Figure 1. Wiring by layer (run 1).
Scale bar: 20 um. Two of the layers only.
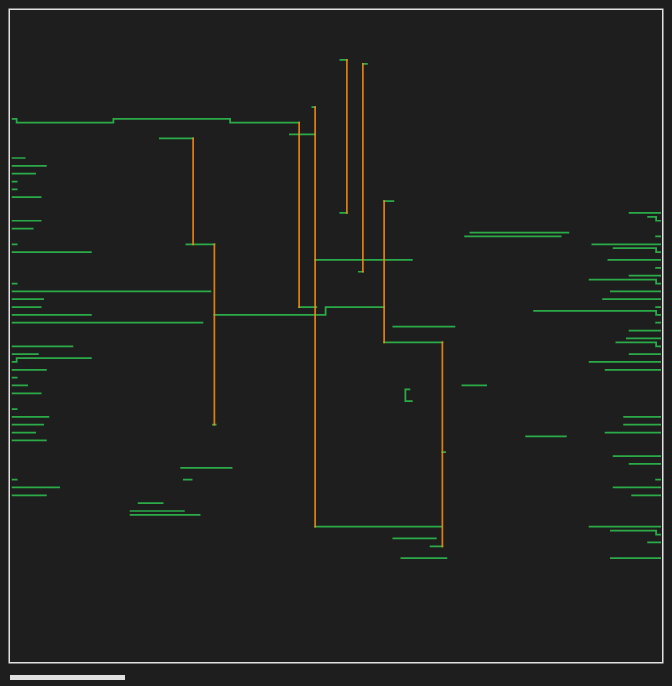
Figure 2. M1 wires (run 1).
Scale bar: 20 um.
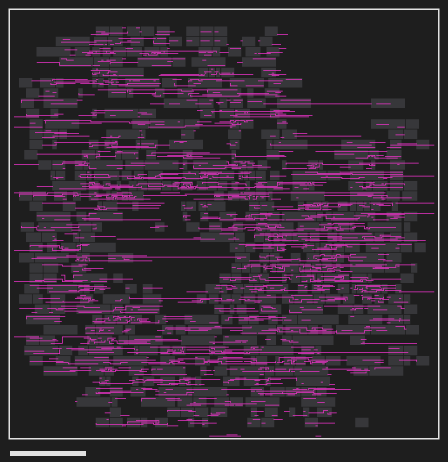
Figure 3. Routing congestion map (run 1).
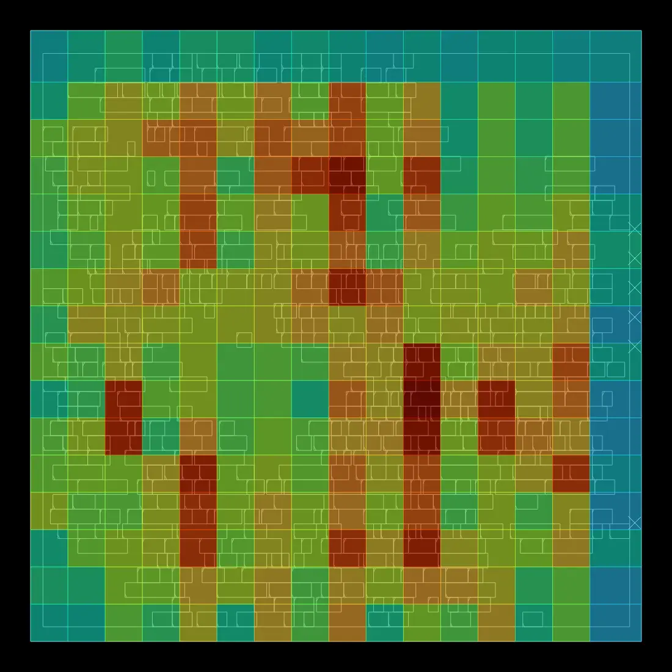
===== config.mk =====
export PLATFORM = sky130hd
export DESIGN_NAME = reg_access_ctrl
export DESIGN_NICKNAME = d
export VERILOG_FILES = /design/src/rtl/reg_access_ctrl.sv
export SDC_FILE = /design/constraint.sdc
export NUM_CORES = 1
export LEC_CHECK = 0
export ABC_CLOCK_PERIOD_IN_PS = 3800
export CAP_MARGIN = 25
export CELL_PAD_IN_SITES_DETAIL_PLACEMENT = 0
export CELL_PAD_IN_SITES_GLOBAL_PLACEMENT = 1
export CORE_MARGIN = 2
export CORE_UTILIZATION = 32
export CTS_BUF_LIST = sky130_fd_sc_hd__clkbuf_4 sky130_fd_sc_hd__clkbuf_8
export DETAILED_ROUTE_END_ITERATION = 12
export PLACE_DENSITY = 0.85
export SETUP_SLACK_MARGIN = 0.05
export SLEW_MARGIN = 10
export SYNTH_ARGS = -nofsm -noshare
export SYNTH_HDL_FRONTEND = slang
export SYNTH_SLANG_ARGS = --single-unit

===== constraint.sdc =====
create_clock -name clk_i -period 3.8 [get_ports clk_i]
set_clock_uncertainty 0.2 [all_clocks]
set_input_delay 0.95 -clock clk_i [delete_from_list [all_inputs] [get_ports clk_i]]
set_output_delay 0.95 -clock clk_i [all_outputs]
set_load 0.005 [all_outputs]

===== src/rtl/reg_access_ctrl.sv =====
// Register-file access sequencer: runs READ/WRITE/SWAP/ADD commands against an external
// two-read/one-write register file and returns the pre-command operand values.
module reg_access_ctrl #(
    parameter int unsigned DATA_W = 16,
    parameter int unsigned ADDR_W = 4
) (
    input  logic              clk_i,
    input  logic              rst_ni,
    input  logic              cmd_valid_i,
    output logic              cmd_ready_o,
    input  logic [1:0]        cmd_op_i,
    input  logic [ADDR_W-1:0] cmd_addr_a_i,
    input  logic [ADDR_W-1:0] cmd_addr_b_i,
    input  logic [ADDR_W-1:0] cmd_addr_d_i,
    input  logic [DATA_W-1:0] cmd_wdata_i,
    output logic              rsp_valid_o,
    input  logic              rsp_ready_i,
    output logic [DATA_W-1:0] rsp_data1_o,
    output logic [DATA_W-1:0] rsp_data2_o,
    output logic              rsp_carry_o,
    output logic              rf_we_o,
    output logic [ADDR_W-1:0] rf_waddr_o,
    output logic [DATA_W-1:0] rf_wdata_o,
    output logic [ADDR_W-1:0] rf_raddr1_o,
    output logic [ADDR_W-1:0] rf_raddr2_o,
    input  logic [DATA_W-1:0] rf_rdata1_i,
    input  logic [DATA_W-1:0] rf_rdata2_i
);

    typedef enum logic [2:0] {
        StIdle,
        StRd,
        StExec,
        StWb2,
        StResp
    } state_e;

    typedef enum logic [1:0] {
        OpRead  = 2'b00,
        OpWrite = 2'b01,
        OpSwap  = 2'b10,
        OpAdd   = 2'b11
    } op_e;

    state_e              state_q, state_d;
    op_e                 op_q;
    logic [ADDR_W-1:0]   addr_a_q, addr_b_q, addr_d_q;
    logic [DATA_W-1:0]   wdata_q;
    logic [DATA_W-1:0]   data1_q, data2_q;
    logic                carry_q;
    logic [DATA_W:0]     sum;
    logic                accept;
    logic                reading;

    assign sum     = {1'b0, rf_rdata1_i} + {1'b0, rf_rdata2_i};
    assign accept  = (state_q == StIdle) && cmd_valid_i;
    assign reading = (state_q == StRd) || (state_q == StExec) || (state_q == StWb2);

    // Ready is gated by rst_ni so it drops the instant reset asserts.
    assign cmd_ready_o = (state_q == StIdle) && rst_ni;
    assign rsp_valid_o = (state_q == StResp);
    assign rsp_data1_o = data1_q;
    assign rsp_data2_o = data2_q;
    assign rsp_carry_o = carry_q;
    assign rf_raddr1_o = reading ? addr_a_q : '0;
    assign rf_raddr2_o = reading ? addr_b_q : '0;

    always_ff @(posedge clk_i or negedge rst_ni) begin
        if (!rst_ni) begin
            state_q  <= StIdle;
            op_q     <= OpRead;
            addr_a_q <= '0;
            addr_b_q <= '0;
            addr_d_q <= '0;
            wdata_q  <= '0;
            data1_q  <= '0;
            data2_q  <= '0;
            carry_q  <= 1'b0;
        end else begin
            state_q <= state_d;
            if (accept) begin
                op_q     <= op_e'(cmd_op_i);
                addr_a_q <= cmd_addr_a_i;
                addr_b_q <= cmd_addr_b_i;
                addr_d_q <= cmd_addr_d_i;
                wdata_q  <= cmd_wdata_i;
            end
            // Operands are captured before any write lands, so responses hold pre-command values.
            if (state_q == StExec) begin
                data1_q <= rf_rdata1_i;
                data2_q <= rf_rdata2_i;
                carry_q <= (op_q == OpAdd) ? sum[DATA_W] : 1'b0;
            end
        end
    end

    always_comb begin
        state_d    = state_q;
        rf_we_o    = 1'b0;
        rf_waddr_o = '0;
        rf_wdata_o = '0;
        unique case (state_q)
            StIdle: begin
                if (accept) begin
                    state_d = StRd;
                end
            end
            StRd: begin
                state_d = StExec;
            end
            StExec: begin
                state_d = StResp;
                unique case (op_q)
                    OpRead: begin
                    end
                    OpWrite: begin
                        rf_we_o    = 1'b1;
                        rf_waddr_o = addr_a_q;
                        rf_wdata_o = wdata_q;
                    end
                    OpAdd: begin
                        rf_we_o    = 1'b1;
                        rf_waddr_o = addr_d_q;
                        rf_wdata_o = sum[DATA_W-1:0];
                    end
                    OpSwap: begin
                        rf_we_o    = 1'b1;
                        rf_waddr_o = addr_a_q;
                        rf_wdata_o = rf_rdata2_i;
                        state_d    = StWb2;
                    end
                    default: begin
                    end
                endcase
            end
            // Second half of SWAP: the original reg[A] comes from the EXEC capture.
            StWb2: begin
                rf_we_o    = 1'b1;
                rf_waddr_o = addr_b_q;
                rf_wdata_o = data1_q;
                state_d    = StResp;
            end
            StResp: begin
                if (rsp_ready_i) begin
                    state_d = StIdle;
                end
            end
            default: begin
                state_d = StIdle;
            end
        endcase
    end

endmodule


==> impl_table.tex, run 1 <==
% Implementation results table
\begin{tabular}{lr}
\hline
Metric & Value \\
\hline
\multicolumn{2}{l}{\textbf{Logic synthesis}} \\
\quad Ranking of synthesized cells by instance count & dfrtp\_1 (66), mux2\_2 (61), nand2\_1 (25) \\
\quad Yosys reg bits & 66 \\
\quad Number of enable flip-flop cells & 0 \\
\multicolumn{2}{l}{\textbf{Pwr}} \\
\quad Power density over the cells & 636.8 mW/mm2 \\
\quad Net switching power & between 1 and 1.5 mW \\
\multicolumn{2}{l}{\textbf{CTS}} \\
\quad Clock slew seen by the registers of the worst setup and hold paths & $\sim$70 ps \\
\quad Clock Sink Count & between 60 and 70 \\
\quad CTS max path bufs & 2 \\
\multicolumn{2}{l}{\textbf{Global route}} \\
\quad Wire length of the first global-routing pass & approximately 19 mm \\
\multicolumn{2}{l}{\textbf{Flow run}} \\
\quad Max-capacitance violation count & 0 \\
\multicolumn{2}{l}{\textbf{Worst setup path}} \\
\quad Timing endpoint of the critical path & rf\_wdata\_o[14] \\
\quad Sort of element at the end of the critical path & output pin \\
\multicolumn{2}{l}{\textbf{STA}} \\
\quad Setup total negative slack & -709.4 ps \\
\quad Min setup slack post-route & -302.1 ps \\
\quad Final setup vio count & 8 \\
\multicolumn{2}{l}{\textbf{Die}} \\
\quad Top-level port count & $\sim$130 \\
\multicolumn{2}{l}{\textbf{Cells and area}} \\
\quad Area occupied by multi-input gates & 0.002412 mm2 \\
\multicolumn{2}{l}{\textbf{Outcome}} \\
\quad Result of the run & complete, but fails checks \\
\quad Failing checks & DRC, setup timing \\
\multicolumn{2}{l}{\textbf{Hold path}} \\
\quad Worst hold-check path type & reg2reg \\
\multicolumn{2}{l}{\textbf{Place}} \\
\quad Detailed Place HPWL & 8.963 mm \\
\multicolumn{2}{l}{\textbf{Routing}} \\
\quad Drc violations & 6 \\
\hline
\end{tabular}
-- Figure 1 (at the start) --
[orange] metal 4 | wire length: 277 um
[green] metal 3 | wire length: 704 um
WL per Instance: 17.84 um
final wirelength: 12.35 mm
routed vias: 3578
total routing resource utilization after global routing: 19.20%

-- Figure 2 (at the start) --
share of all routed wire: 43%
wire length on this layer: 5280 um
longest straight run: 41.9 um
main direction: horizontal
nets with wire on the layer: 557
global routing met1 resource utilization: 24.30%

-- Figure 3 (at the start) --
met2 usage in global routing: 31.98%
met3 capacity usage during global routing: 4.017%

-- run 1: metrics by stage --
stage	utilization, %	setup WS [ps]	hold slack [ps]
3_5_place_dp	49.72	-1206	283.3
3_3_place_gp	49.72	-1188	273.4
6_report	54.25	-302.1	291.8
5_1_grt	54.25	-365.4	319.7
2_1_floorplan	-	-49.23	280.3
4_1_cts	53.01	-456.3	290.5
-- run 1: layout make-up --
type / count / area share (%)
clock buffer: 9 / 1.983
clock inverter: 6 / 1.322
inverter: 7 / 0.4206
multi-input combinational: 259 / 38.61
sequential: 66 / 26.44
tap: 143 / 2.864
timing repair buffer: 202 / 28.36
-- run 1: worst max-delay path, stage by stage --
cell and delay (ps):
clkbuf_2 110, ha_4 260, a21o_1 180, a221o_1 350, a21o_1 190, a221o_1 330
a2111o_1 370, nand4_1 80, buf_2 130
-- run 1: power by group through the flow --
| stage | combinational, mW | clock [mW] | sequential (mW) |
|---|---|---|---|
| global placement | 1.93 | 0 | 1.29 |
| global route | 2.19 | 0.691 | 1.36 |
| floorplan | 0.973 | 0 | 1.26 |
| detailed placement | 1.98 | 0 | 1.31 |
| CTS | 2.00 | 0.661 | 1.30 |
| finish | 2.03 | 0.649 | 1.30 |
-- run 1: routing by layer --
layer	wire length (um)	vias up
li1	-	1685
met1	5284	1763
met2	6080	109
met3	704	21
met4	276	0
met5	0	-
-- run 1: logic make-up (layout without fill, tap and decap cells) --
family / Yosys count / in the layout / synth area share, %
and+or+nand+nor: 65 / 65 / 8.254
DFF: 66 / 66 / 43.41
adders and majority gates: 21 / 21 / 7.103
xor gates and xnor gates: 12 / 12 / 2.762
AOI/OAI and AO/OA: 99 / 99 / 17.46
muxes: 62 / 62 / 18.32
buffers and inverters: 27 / 224 / 2.697
Figure 4. Wire density map (run 1).
The die is cut into 23 by 23 equal tiles; white is low, dark blue is high, scaled to the fullest tile. Values are wire area over tile area, all layers added.
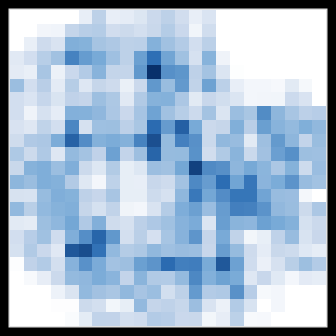

==> run 2, diff against run 1 <==
--- a/config.mk
+++ b/config.mk
@@ -10,9 +10,11 @@
 export CELL_PAD_IN_SITES_DETAIL_PLACEMENT = 0
 export CELL_PAD_IN_SITES_GLOBAL_PLACEMENT = 1
 export CORE_MARGIN = 2
-export CORE_UTILIZATION = 32
+export CORE_UTILIZATION = 45
 export CTS_BUF_LIST = sky130_fd_sc_hd__clkbuf_4 sky130_fd_sc_hd__clkbuf_8
 export DETAILED_ROUTE_END_ITERATION = 12
+export DONT_BUFFER_PORTS = 1
+export GPL_TIMING_DRIVEN = 0
 export PLACE_DENSITY = 0.85
 export SETUP_SLACK_MARGIN = 0.05
 export SLEW_MARGIN = 10
Figure 5. Wire density map (run 2).
The die is cut into 19 by 19 equal tiles; white is low, dark blue is high, scaled to the fullest tile. Values are wire area over tile area, all layers added.
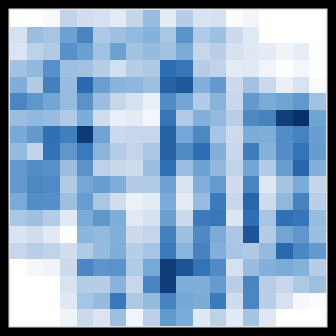
nearly empty tiles: 7.8%
fullest tile: 0.44
emptiest ninth of the die: upper right
tiles over half the peak: 31%
mean over tiles: 0.17
total routing resource utilization after global routing: 22.11%
WL per Instance: 20.56 um
routed vias: 2826
final wirelength: 9.788 mm

==> run 2 against run 1 <==
The run ends with setup timing left. Non-clock buffer count shrank 179. Design area down 31%. Worst setup slack better by 140 ps. Core utilization fell by 2.0 points. Largest cell class unchanged. Critical path depth shrank 1. Synthesized cell count did not move. Routed wire length down 21%. Via count down 21%. Clock-buffer cell count up 1. First-iteration DRC count fell by 25%. Sequential cell count is the same. Die area down 28%.
==> impl_table.tex, run 2 <==
% Implementation results table
\begin{tabular}{lr}
\hline
Metric & Value \\
\hline
\multicolumn{2}{l}{\textbf{Hold path}} \\
\quad Worst hold-check path type & in2async \\
\multicolumn{2}{l}{\textbf{Die}} \\
\quad Top-level port count & 130 (unchanged) \\
\multicolumn{2}{l}{\textbf{CTS}} \\
\quad Clock Sink Count & 66 (unchanged) \\
\quad CTS max path bufs & 2 (unchanged) \\
\multicolumn{2}{l}{\textbf{Outcome}} \\
\quad Result of the run & complete, but fails checks \\
\quad Failing checks & setup timing \\
\multicolumn{2}{l}{\textbf{Place}} \\
\quad Setup Slack @ Placement & -272.1 ps (+934.1 ps) \\
\quad Detailed Place HPWL & 7.362 mm (-18\%) \\
\multicolumn{2}{l}{\textbf{Worst setup path}} \\
\quad Critical path's slowest cell & a2111o\_1 \\
\quad Critical path's top delay family & AND-OR/OR-AND gates \\
\quad Sort of element at the end of the critical path & output pin \\
\quad CP Cell Sequence & ha\_4 -> fa\_2 -> a211oi\_4 -> o21ai\_1 -> o21a\_1 -> a221o\_1 -> a2111o\_1 -> nand4\_1 \\
\quad Largest stage delay on the critical path & 380 ps (about the same) \\
\multicolumn{2}{l}{\textbf{Routing}} \\
\quad Drc violations & 0 (-6) \\
\multicolumn{2}{l}{\textbf{Pwr}} \\
\quad Net switching power & 1.156 mW (-13\%) \\
\quad Power density over the cells & 751.7 mW/mm2 (+18\%) \\
\multicolumn{2}{l}{\textbf{STA}} \\
\quad Final setup vio count & 1 (-7) \\
\quad Setup total negative slack & -161.6 ps (+547.8 ps) \\
\quad Min setup slack post-route & -161.6 ps (+140.5 ps) \\
\quad Smallest hold slack & 96.03 ps (-195.7 ps) \\
\multicolumn{2}{l}{\textbf{Logic synthesis}} \\
\quad Ranking of synthesized cells by instance count & dfrtp\_1 (66), mux2\_2 (61), nand2\_1 (25) \\
\multicolumn{2}{l}{\textbf{Global route}} \\
\quad Wire length of the first global-routing pass & 15.26 mm (-21\%) \\
\hline
\end{tabular}
Figure 6. Routing congestion map (run 2).
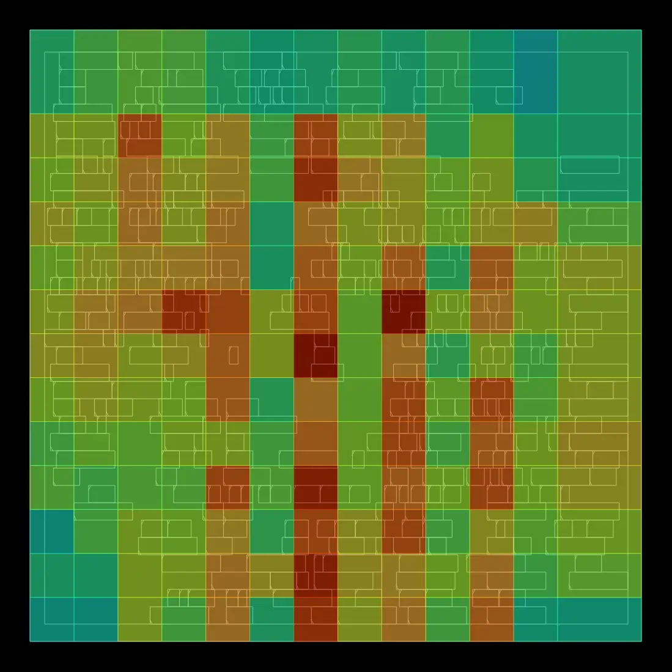
end-of-flow core utilization: 52.26%
global routing met1 resource utilization: 26.15%
global route hottest layer: met2

run 2: per-layer routing:
layer  up-vias  part of all wire (%)
met1      1385                    42
met5         -                     0
met4         0                   1.1
met2        99                    51
met3         7                   6.4
li1       1335                     -
run 2: final cells by class:
class                      instances  area, um2
fill                             732       3923
buffer                            20      82.58
sequential                        66       1652
timing repair buffer               3      22.52
clock buffer                      10      137.6
tap                              105      131.4
multi-input combinational        259       2153
clock inverter                     6      88.84
inverter                           7      26.28
run 2: logic make-up after synthesis:
family / after synthesis / share of synthesized area, %
multiplexers: 62 / 18.32
flip-flops: 66 / 43.41
adder cells (fa/ha/maj): 21 / 7.103
AND-OR/OR-AND: 99 / 17.46
buffers and inverters: 27 / 2.697
AND/OR/NAND/NOR: 65 / 8.254
XOR/XNOR: 12 / 2.762
run 2: how the worst max path moves through the flow:
stage | slack (ps) | startpoint | cells past startpoint | to
after floorplan | -50 | rf_rdata1_i[0] | 8 | rf_wdata_o[14]
after global placement | -250 | rf_rdata1_i[0] | 8 | rf_wdata_o[14]
after detailed placement | -270 | rf_rdata1_i[0] | 8 | rf_wdata_o[14]
after CTS | -200 | rf_rdata1_i[0] | 8 | rf_wdata_o[14]
after global routing | -240 | rf_rdata1_i[0] | 8 | rf_wdata_o[14]
final | -160 | rf_rdata1_i[0] | 8 | rf_wdata_o[14]
run 2: power groups by stage:
stage,Clock [mW],Combinational (mW),Sequential (mW)
after floorplan,0,0.973,1.26
after global placement,0,1.18,1.33
after detailed placement,0,1.22,1.35
after CTS,0.693,1.24,1.33
after global routing,0.724,1.35,1.39
final,0.677,1.22,1.33
run 2: repair_timing:
| action | in CTS | in global routing |
|---|---|---|
| gates resized | 5 | 5 |
| pin swaps | 3 | 3 |
| setup buffers | 3 | 0 |
| setup endpoints to repair | 11 | 6 |
Figure 7. A small window of the routed layout (run 2).
Scale bar: 5 um. Window x 62 to 82, y 62 to 82 um. Cells in gray, sequential cells in the stronger gray; small squares are vias.
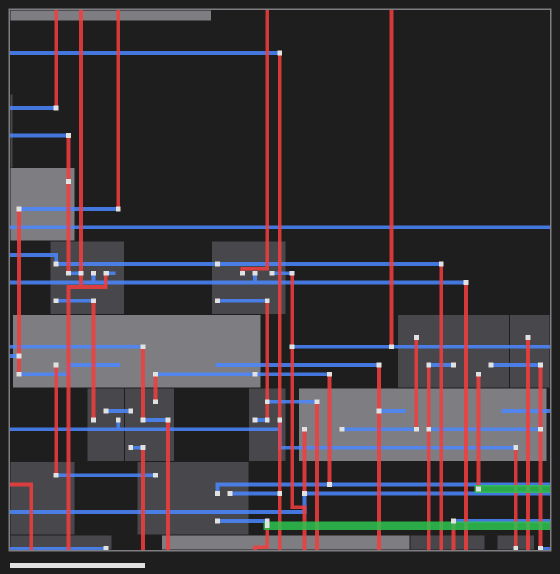

==> run 3, diff against run 2 <==
--- a/config.mk
+++ b/config.mk
@@ -5,11 +5,10 @@
 export SDC_FILE = /design/constraint.sdc
 export NUM_CORES = 1
 export LEC_CHECK = 0
-export ABC_CLOCK_PERIOD_IN_PS = 3800
 export CAP_MARGIN = 25
 export CELL_PAD_IN_SITES_DETAIL_PLACEMENT = 0
 export CELL_PAD_IN_SITES_GLOBAL_PLACEMENT = 1
-export CORE_MARGIN = 2
+export CORE_MARGIN = 4
 export CORE_UTILIZATION = 45
 export CTS_BUF_LIST = sky130_fd_sc_hd__clkbuf_4 sky130_fd_sc_hd__clkbuf_8
 export DETAILED_ROUTE_END_ITERATION = 12
Figure 8. A small window of the routed layout (run 3).
Scale bar: 5 um. Window x 65 to 85, y 65 to 85 um. Cells in gray, sequential cells in the stronger gray; small squares are vias.
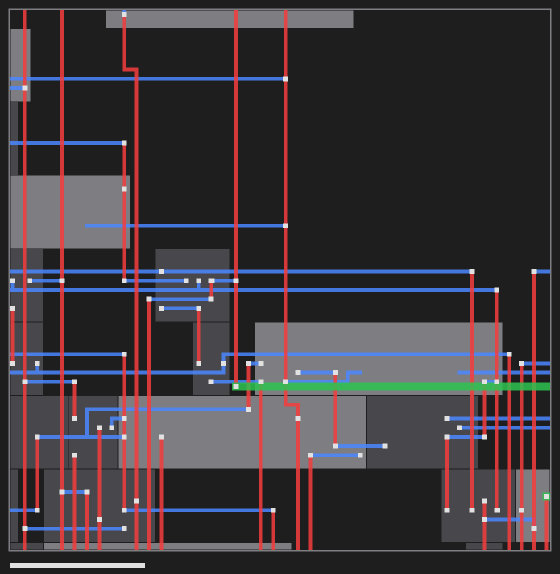
[blue] metal 1
[green] metal 3
[red] metal 2
netlist names of flops here include: `rsp_data1_o` (1), `wdata_q` (1)
cells with their middle in the window: 9
sequential cells in the window: 2

==> run 3 against run 2 <==
The flow still finishes with violations (setup timing). Die area up 8.5%. Final cell count is 0.42% higher. Sequential share of layout area increased by 0.32 points. Register-to-register slack gained 30 ps. Clock power is 21% lower.
==> impl_table.tex, run 3 <==
% Implementation results table
\begin{tabular}{lr}
\hline
Metric & Value \\
\hline
\multicolumn{2}{l}{\textbf{CTS}} \\
\quad Post-CTS setup buffers & 2 (-1) \\
\quad Clock Sink Count & 66 (unchanged) \\
\quad Post-cts hold-fix buffer tally & 0 \\
\quad Number of cells upsized or downsized after cts & 5 (unchanged) \\
\quad Clock latency of the later-clocked register in the worst-skew pair & between 300 and 400 ps \\
\quad CTS max path bufs & 2 (unchanged) \\
\multicolumn{2}{l}{\textbf{Logic synthesis}} \\
\quad Simple-gate share of the synthesized area & 8.254\% (unchanged) \\
\quad Ranking of synthesized cells by instance count & dfrtp\_1 (66), mux2\_2 (61), nand2\_1 (25) \\
\quad Cell count listed in synth\_stat.txt & about 350 \\
\quad Area reported by Yosys stat & 0.003805 mm2 \\
\quad MUX share of area & 18.32\% (unchanged) \\
\quad Xor+xnor area frac & 2.762\% (unchanged) \\
\quad Area share of the leading cell type in the synthesized netlist & a little over two fifths \\
\quad Biggest combinational cell group after synthesis & multiplexers \\
\quad Top cells by area in the synthesized netlist & dfrtp\_1 (43\%), mux2\_2 (18\%), ha\_1 (6.6\%) \\
\quad Adder Area Share & 7.103\% (unchanged) \\
\quad AND-OR/OR-AND Cells, Area Fraction & 17.46\% (unchanged) \\
\multicolumn{2}{l}{\textbf{Routing}} \\
\quad Vias per std cell & $\sim$6 \\
\quad Final wirelength & 10.26 mm (+4.9\%) \\
\quad Drc violations & 0 (unchanged) \\
\quad WL per Instance & 21.47 um (+4.4\%) \\
\quad Routed vias & 2810 (-0.57\%) \\
\multicolumn{2}{l}{\textbf{Worst setup path}} \\
\quad Worst Path Buf+Inv & 0 \\
\quad CP Cell Sequence & ha\_4 -> fa\_2 -> a211oi\_4 -> o21ai\_1 -> o21a\_1 -> a221o\_1 -> a2111o\_1 -> nand4\_1 \\
\quad Crit Path Category & in2out \\
\quad Largest stage delay on the critical path & 370 ps (about the same) \\
\quad Critical path's top delay family & AND-OR/OR-AND gates \\
\quad Sort of element at the end of the critical path & output pin \\
\quad Critical path's slowest cell & fa\_2 \\
\multicolumn{2}{l}{\textbf{Outcome}} \\
\quad Failing checks & setup timing \\
\quad Result of the run & complete, but fails checks \\
\multicolumn{2}{l}{\textbf{Die}} \\
\quad Top-level port count & 130 (unchanged) \\
\multicolumn{2}{l}{\textbf{Pwr}} \\
\quad Leakage power summed over all cells & roughly 1.7 nW \\
\quad Power density over the cells & 729.2 mW/mm2 (-3.0\%) \\
\quad Overall power & roughly 3.1 mW \\
\multicolumn{2}{l}{\textbf{Global route}} \\
\quad Wire length of the first global-routing pass & 16.13 mm (+5.7\%) \\
\quad Total routing resource utilization after global routing & 20.83\% (-1.3 points) \\
\quad Pin count of the biggest net entering global routing & between 60 and 70 \\
\quad Number of global-route vias before repair & $\sim$3000 \\
\multicolumn{2}{l}{\textbf{STA}} \\
\quad Setup total negative slack & -146.7 ps (+14.96 ps) \\
\quad Final setup vio count & 1 (unchanged) \\
\quad Min setup slack post-route & -146.7 ps (+14.96 ps) \\
\multicolumn{2}{l}{\textbf{Hold path}} \\
\quad Worst hold-check path type & in2async \\
\multicolumn{2}{l}{\textbf{Flow run}} \\
\quad OpenROAD warning count & 32 \\
\multicolumn{2}{l}{\textbf{Place}} \\
\quad Placed Area & around 0.0040 mm2 \\
\quad Detailed Place HPWL & 7.676 mm (+4.3\%) \\
\quad Setup Slack @ Placement & -282.8 ps (-10.73 ps) \\
\hline
\end{tabular}
Figure 9. Wire density map (run 3).
The die is cut into 20 by 20 equal tiles; white is low, dark blue is high, scaled to the fullest tile. Values are wire area over tile area, all layers added.
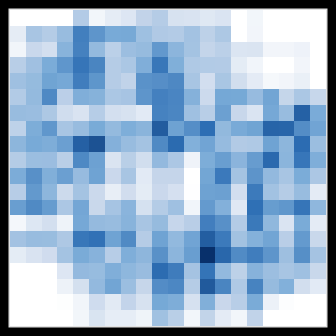
nearly empty tiles: 11%
fullest tile: 0.46
emptiest ninth of the die: upper right

[run 3: final timing paths]
check                           slack [ps]                    from  cells after the start                         end
worst min-delay path                   100                  rst_ni                      0      wdata_q[8]$_DFFE_PN0P_
min in group clk_i                     310  wdata_q[3]$_DFFE_PN0P_                      1      wdata_q[3]$_DFFE_PN0P_
worst min register to register         310  wdata_q[3]$_DFFE_PN0P_                      1      wdata_q[3]$_DFFE_PN0P_
max in group asynchronous             3170                  rst_ni                      0  rsp_data2_o[4]$_DFFE_PN0P_
worst max-delay path                  -150          rf_rdata1_i[0]                      8              rf_wdata_o[14]
worst max register to register        1360  state_q[2]$_DFFE_PN0P_                      4      wdata_q[7]$_DFFE_PN0P_
[run 3: through the flow]
step	utilization [%]	hold slack, ps
global route	51.83	71.06
CTS	51.38	82.85
global placement	48.90	290.9
detailed placement	48.90	301.0
finish	51.83	95.18
floorplan	-	280.3
[run 3: area by class of cell]
| type | count | area [um2] |
|---|---|---|
| Timing Repair Buffer | 5 | 37.54 |
| Buffer | 20 | 83.83 |
| Clock buffer | 11 | 145.1 |
| Multi-Input combinational cell | 259 | 2153 |
| Inverter | 7 | 26.28 |
| Sequential cell | 66 | 1652 |
| Tap cell | 105 | 131.4 |
| Fill cell | 743 | 3958 |
| Clock inverter | 5 | 30.03 |
[run 3: per-layer routing]
metal | global-route usage, % | part of all wire, % | up-vias
li1 | - | - | 1334
met5 | 0 | 0 | -
met3 | 6.810 | 8.0 | 9
met4 | 4.517 | 0.83 | 0
met1 | 26.25 | 42 | 1365
met2 | 34.94 | 50 | 102
[run 3: report_power, final]
part           internal [mW]  leakage (nW)  switching (mW)
sequential              1.07         0.778           0.271
clock                  0.259        0.0885           0.279
combinational          0.623         0.833           0.607
Power and IR drop assume default switching activity.
